File: src/rtl/huffman_decoder.sv
// Purpose : serial canonical-Huffman decoder (8 symbols) feeding a symbol FIFO drained over Avalon-MM.
// Latency : symbol_valid/symbol_out and the FIFO entry appear 1 cycle after the edge taking a codeword's last bit.
// Backpr. : none on the bit input; when the FIFO is full and not popped, the symbol is dropped and overflow is flagged.
//
// Ports:
//   clock, reset          rising-edge clock, synchronous active-high reset
//   encoded_in, enable_in serial code bit (MSB of codeword first) and its qualifier
//   chipselect, read,     Avalon-MM slave; read pops the FIFO head, write issues
//   write, writedata      control: bit0 flush, bit1 clear overflow
//   readdata              {8'b0, count[7:0], 5'b0, pending, overflow, nonempty, 5'b0, head[2:0]}
//   symbol_out/valid      registered last symbol and its one-cycle strobe

// Generic synchronous FIFO with occupancy count. A pop on a full FIFO frees
// the slot a same-edge push needs, so push_ok accounts for it.
module hd_sym_fifo #(
  parameter int DEPTH = 8,
  parameter int W     = 3
) (
  input  logic                       clock,
  input  logic                       reset,
  input  logic                       clr,
  input  logic                       push,
  input  logic [W-1:0]               din,
  input  logic                       pop,
  output logic [W-1:0]               dout,
  output logic [$clog2(DEPTH):0]     count,
  output logic                       empty,
  output logic                       full,
  output logic                       push_ok
);

  localparam int AW = $clog2(DEPTH);
  localparam int CW = AW + 1;

  logic [W-1:0]  mem [DEPTH];
  logic [AW-1:0] wr_ptr;
  logic [AW-1:0] rd_ptr;
  logic          pop_ok;

  assign empty   = (count == '0);
  assign full    = (count == CW'(DEPTH));
  assign pop_ok  = pop & ~empty;
  assign push_ok = push & (~full | pop_ok);
  assign dout    = empty ? '0 : mem[rd_ptr];

  // Storage carries no reset; empty masks stale contents on the read side.
  always_ff @(posedge clock) begin
    if (push_ok) begin
      mem[wr_ptr] <= din;
    end
  end

  always_ff @(posedge clock) begin
    if (reset || clr) begin
      wr_ptr <= '0;
      rd_ptr <= '0;
      count  <= '0;
    end else begin
      if (push_ok) begin
        wr_ptr <= wr_ptr + AW'(1);
      end
      if (pop_ok) begin
        rd_ptr <= rd_ptr + AW'(1);
      end
      case ({push_ok, pop_ok})
        2'b10:   count <= count + CW'(1);
        2'b01:   count <= count - CW'(1);
        default: count <= count;
      endcase
    end
  end

endmodule

module huffman_decoder #(
  parameter int FIFO_DEPTH = 8,
  parameter int DATA_W     = 32
) (
  input  logic              clock,
  input  logic              reset,
  input  logic              encoded_in,
  input  logic              enable_in,
  input  logic              chipselect,
  input  logic              read,
  input  logic              write,
  input  logic [DATA_W-1:0] writedata,
  output logic [DATA_W-1:0] readdata,
  output logic [2:0]        symbol_out,
  output logic              symbol_valid
);

  localparam int CW = $clog2(FIFO_DEPTH) + 1;

  // IDLE when no code bits are held, PARTIAL while a codeword is being built.
  typedef enum logic {
    IDLE    = 1'b0,
    PARTIAL = 1'b1
  } dec_state_e;

  logic [4:0]    code_r;
  logic [2:0]    len_r;
  logic [4:0]    code_nxt;
  logic [2:0]    len_nxt;
  dec_state_e    dec_state;

  logic [4:0]    cand;
  logic [2:0]    cand_len;
  logic          match;
  logic [2:0]    match_sym;

  logic          wr_act;
  logic          flush;
  logic          clr_ovf;
  logic          pop_req;
  logic          bit_take;
  logic          push;

  logic [2:0]    head_sym;
  logic [CW-1:0] fifo_count;
  logic          fifo_empty;
  logic          fifo_full;
  logic          push_ok;
  logic          overflow_r;

  logic          unused_ok;

  assign dec_state = (len_r == 3'd0) ? IDLE : PARTIAL;

  // Host control decode: write wins over read on the same access.
  assign wr_act   = chipselect & write;
  assign flush    = wr_act & writedata[0];
  assign clr_ovf  = wr_act & writedata[1];
  assign pop_req  = chipselect & read & ~write;
  // A flush discards any bit arriving on the same edge.
  assign bit_take = enable_in & ~flush;
  assign push     = bit_take & match;

  // Candidate codeword: held bits with the new bit appended as LSB.
  // Because the code is complete and prefix-free, the held prefix already
  // rules out shorter codes, so only the bits that still distinguish
  // symbols at each length need to be looked at.
  always_comb begin
    cand      = {code_r[3:0], encoded_in};
    cand_len  = len_r + 3'd1;
    match     = 1'b0;
    match_sym = 3'd0;
    case (cand_len)
      3'd2: begin
        // 00 -> 0, 01 -> 1; prefix 1 continues.
        if (!cand[1]) begin
          match     = 1'b1;
          match_sym = {2'b00, cand[0]};
        end
      end
      3'd3: begin
        // 100 -> 2, 101 -> 3, 110 -> 4; 111 continues.
        if (cand[2:0] != 3'b111) begin
          match     = 1'b1;
          match_sym = 3'd2 + {1'b0, cand[1:0]};
        end
      end
      3'd4: begin
        // 1110 -> 5; 1111 continues.
        if (cand[3:0] == 4'b1110) begin
          match     = 1'b1;
          match_sym = 3'd5;
        end
      end
      3'd5: begin
        // 11110 -> 6, 11111 -> 7.
        if (cand[4:1] == 4'b1111) begin
          match     = 1'b1;
          match_sym = 3'd6 + {2'b00, cand[0]};
        end
      end
      default: begin
        match     = 1'b0;
        match_sym = 3'd0;
      end
    endcase
  end

  // Decoder next state.
  always_comb begin
    code_nxt = code_r;
    len_nxt  = len_r;
    if (flush) begin
      code_nxt = 5'd0;
      len_nxt  = 3'd0;
    end else if (bit_take) begin
      if (match) begin
        code_nxt = 5'd0;
        len_nxt  = 3'd0;
      end else begin
        code_nxt = cand;
        len_nxt  = cand_len;
      end
    end
  end

  always_ff @(posedge clock) begin
    if (reset) begin
      code_r <= 5'd0;
      len_r  <= 3'd0;
    end else begin
      code_r <= code_nxt;
      len_r  <= len_nxt;
    end
  end

  hd_sym_fifo #(
    .DEPTH (FIFO_DEPTH),
    .W     (3)
  ) u_fifo (
    .clock   (clock),
    .reset   (reset),
    .clr     (flush),
    .push    (push),
    .din     (match_sym),
    .pop     (pop_req),
    .dout    (head_sym),
    .count   (fifo_count),
    .empty   (fifo_empty),
    .full    (fifo_full),
    .push_ok (push_ok)
  );

  // Overflow is sticky. A drop on the same edge as a clear-overflow write
  // still sets it, so the host never misses a lost symbol.
  always_ff @(posedge clock) begin
    if (reset || flush) begin
      overflow_r <= 1'b0;
    end else if (push && !push_ok) begin
      overflow_r <= 1'b1;
    end else if (clr_ovf) begin
      overflow_r <= 1'b0;
    end
  end

  // Streaming strobe reports every decoded symbol, including dropped ones.
  always_ff @(posedge clock) begin
    if (reset) begin
      symbol_out   <= 3'd0;
      symbol_valid <= 1'b0;
    end else begin
      symbol_valid <= push;
      if (push) begin
        symbol_out <= match_sym;
      end
    end
  end

  always_comb begin
    readdata           = '0;
    readdata[2:0]      = head_sym;
    readdata[8]        = ~fifo_empty;
    readdata[9]        = overflow_r;
    readdata[10]       = (dec_state == PARTIAL);
    readdata[16 +: CW] = fifo_count;
  end

  // Control bits above bit 1 and the top code bit carry no information.
  assign unused_ok = ^{writedata[DATA_W-1:2], code_r[4], fifo_full};

endmodule

File: config.mk
export PLATFORM = sky130hd
export DESIGN_NAME = huffman_decoder
export DESIGN_NICKNAME = d
export VERILOG_FILES = /design/src/rtl/huffman_decoder.sv
export SDC_FILE = /design/constraint.sdc
export NUM_CORES = 1
export LEC_CHECK = 0
export ABC_CLOCK_PERIOD_IN_PS = 3200
export CORE_ASPECT_RATIO = 0.9
export CORE_UTILIZATION = 46
export DETAILED_ROUTE_END_ITERATION = 12
export PLACE_DENSITY = 0.79
export REMOVE_ABC_BUFFERS = 1
export SETUP_SLACK_MARGIN = 0.5
export SLEW_MARGIN = 20
export SYNTH_ARGS = -nofsm -noshare
export SYNTH_HDL_FRONTEND = slang
export SYNTH_SLANG_ARGS = --single-unit
File: constraint.sdc
create_clock -name clock -period 3.2 [get_ports clock]
set_input_delay 0.32 -clock clock [delete_from_list [all_inputs] [get_ports clock]]
set_output_delay 0.32 -clock clock [all_outputs]
set_load 0.05 [all_outputs]
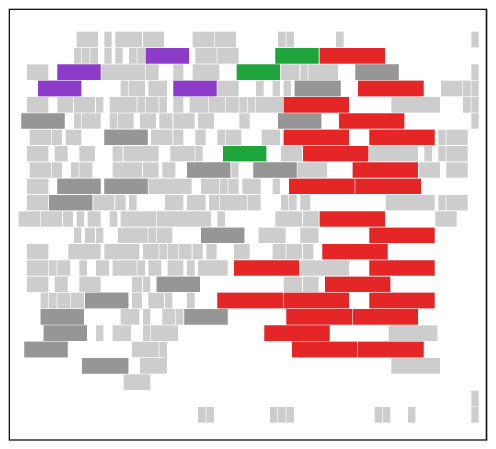
registers.png
(6 px per um) Other sequential cells in the stronger grey, the rest of the logic in the fainter grey.
[purple] `u_fifo.count` | sequential cells: 4 | where: upper left
[green] `u_fifo.rd_ptr` | sequential cells: 3
[red] `u_fifo.mem` | sequential cells: 24
not coloured: 18

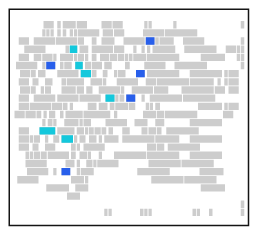
gate_families.png
(3 px per um)
[blue] XOR/XNOR gates | cells: 5 | most used: xnor2_1
[cyan] AND-OR and OR-AND gates | cells: 6 | most used: a21o_1

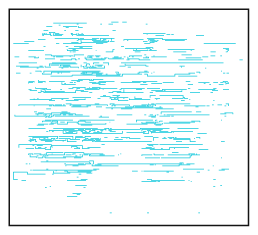
met1.png
(3 px per um)
wire length on this layer: 2,000 um
longest straight run: 34.0 um

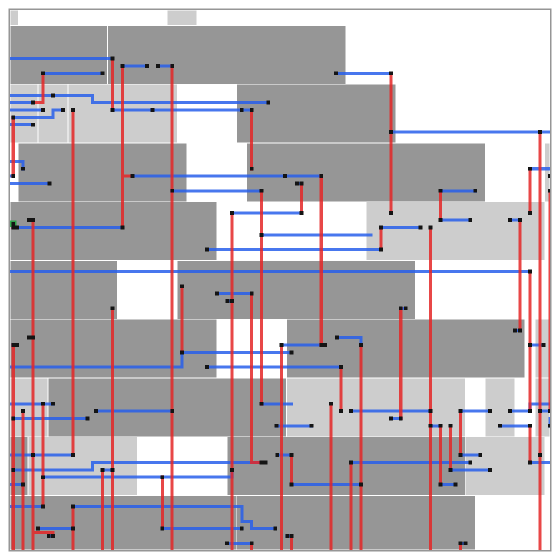
zoom.png
Window x 47 to 72, y 41 to 66 um. Cells in grey, sequential cells in the stronger grey; small squares are vias.
[blue] met1
[red] met2
[green] met3
cells with their middle in the window: 23
sequential cells in the window: 14
netlist names of flops here include: `u_fifo.mem` (10), `u_fifo.rd_ptr` (1)
most frequent: edfxtp_1 (10), nor2_1 (3), dfxtp_1 (3)

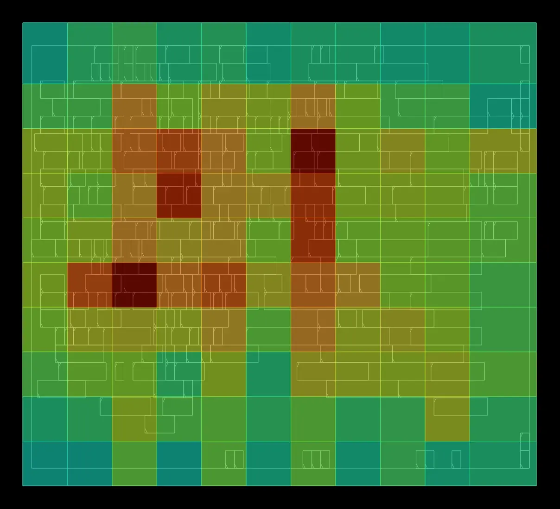
final_congestion.png
met3 Resource Use GR: 5.096%
average detailed-routed wire length per instance: 14.15 um

==> PnR_summary.wiki <==
== Implementation results ==
{| class="wikitable"
! Metric !! Value
|-
| I/O Pins || 75
|-
| Global-route total usage across every layer || 17.43%
|-
| Max_slew headroom || 38.29%
|-
| Leakage component of the power || 1.048 nW
|-
| Starting density of the core || between 40% and 50%
|-
| Initial antenna violation count || 0
|-
| Number of clock sinks seen by CTS || 49
|-
| Post-CTS setup buffer count || 0
|-
| Clock-pin slew on the worst setup and hold paths || 0.09 ns
|-
| Total Wirelength || 4528 um
|-
| Yosys-reported design area after synthesis || 0.002472 mm2
|-
| Min Tclk post-route || about 2.6 ns
|-
| Yosys top cell area share || slightly below 30%
|-
| Net switching share of the total power || 31.74%
|-
| Cell with the most instances after synthesis || sky130_fd_sc_hd__nor2_1
|-
| Largest registers ranked by flip-flop count || u_fifo.mem: 24 flops, code_r: 4 flops, u_fifo.count: 4 flops
|-
| Portion of total power attributed to sequential cells || 51.0%
|-
| Unrepaired setup endpoints after global routing || true
|-
| Worst Hold Slack || 0.4822 ns
|-
| Outcome || complete, no violations
|-
| Multiplexer fraction of the synthesized cell area || 8.755%
|-
| Cell Int Power || ~940 uW
|-
| Worst setup path class || reg -> reg
|-
| Worst Max-Slew Pin Slew || roughly 0.92 ns
|-
| CTS tree || yes
|-
| AND/OR/NAND/NOR Cells, Area Fraction || 15.44%
|-
| Maximum count of clock buffers along a single path || 2
|-
| Drt drc || 0
|-
| Number of cell instances after yosys synthesis || 223
|-
| Flip-flops with a built-in enable || 24
|-
| Floorplan Core Area || 0.005015 mm2
|-
| Worst min-delay path category || reg -> reg
|-
| Leading cell type in the layout, fill and taps excluded || sky130_fd_sc_hd__nor2_1
|-
| Most used flip-flop cell after synthesis || sky130_fd_sc_hd__dfxtp_1
|-
| Critical path data arrival time || 2.82 ns
|}
through the flow:
| step | instance area (um2) | instances | utilization (%) | power, mW | worst slack [ns] |
|---|---|---|---|---|---|
| floorplan | 2338 | 214 | - | 0.9292 | 0.5088 |
| CTS | 2806 | 318 | 55.96 | 1.377 | 0.4665 |
| finish | 2858 | 320 | 56.99 | 1.379 | 0.5692 |
| detailed placement | 2708 | 310 | 53.99 | 1.018 | 0.3590 |
| global placement | 2708 | 310 | 53.99 | 1.010 | 0.4518 |
| global route | 2858 | 320 | 56.99 | 1.439 | 0.4159 |
final cells by class:
type | instances | area (um2) | share of cell area, %
tap | 65 | 81.33 | 2.846
inverter | 9 | 33.78 | 1.182
clock inverter | 3 | 21.27 | 0.7443
clock buffer | 5 | 68.82 | 2.408
timing repair buffer | 33 | 302.8 | 10.60
multi-input combinational | 156 | 1126 | 39.40
sequential | 49 | 1224 | 42.82
routing by layer:
layer | share of wire [%] | GRT usage, % | routed length [um] | up-vias
met5 | 0 | 0 | 0 | -
met3 | 5.0 | 5.096 | 228 | 2
met2 | 50 | 28.45 | 2272 | 54
met1 | 44 | 22.28 | 2002 | 798
li1 | - | - | - | 806
met4 | 0.53 | 5.859 | 24 | 0
worst min-delay path, cell delays in order (launching register included):
cell                      delay [ns]
sky130_fd_sc_hd__dfxtp_1        0.33
sky130_fd_sc_hd__nand2_1        0.06
sky130_fd_sc_hd__a21oi_1        0.05
final timing paths:
| path | start | end | cells after the start |
|---|---|---|---|
| min | symbol_out[2] | symbol_out[2] | 2 |
| max | len_r[1] | u_fifo.count[3] | 13 |
| max reg2reg | len_r[1] | u_fifo.count[3] | 13 |
| min reg2reg | symbol_out[2] | symbol_out[2] | 2 |
Power is estimated from default activity; no workload was simulated.
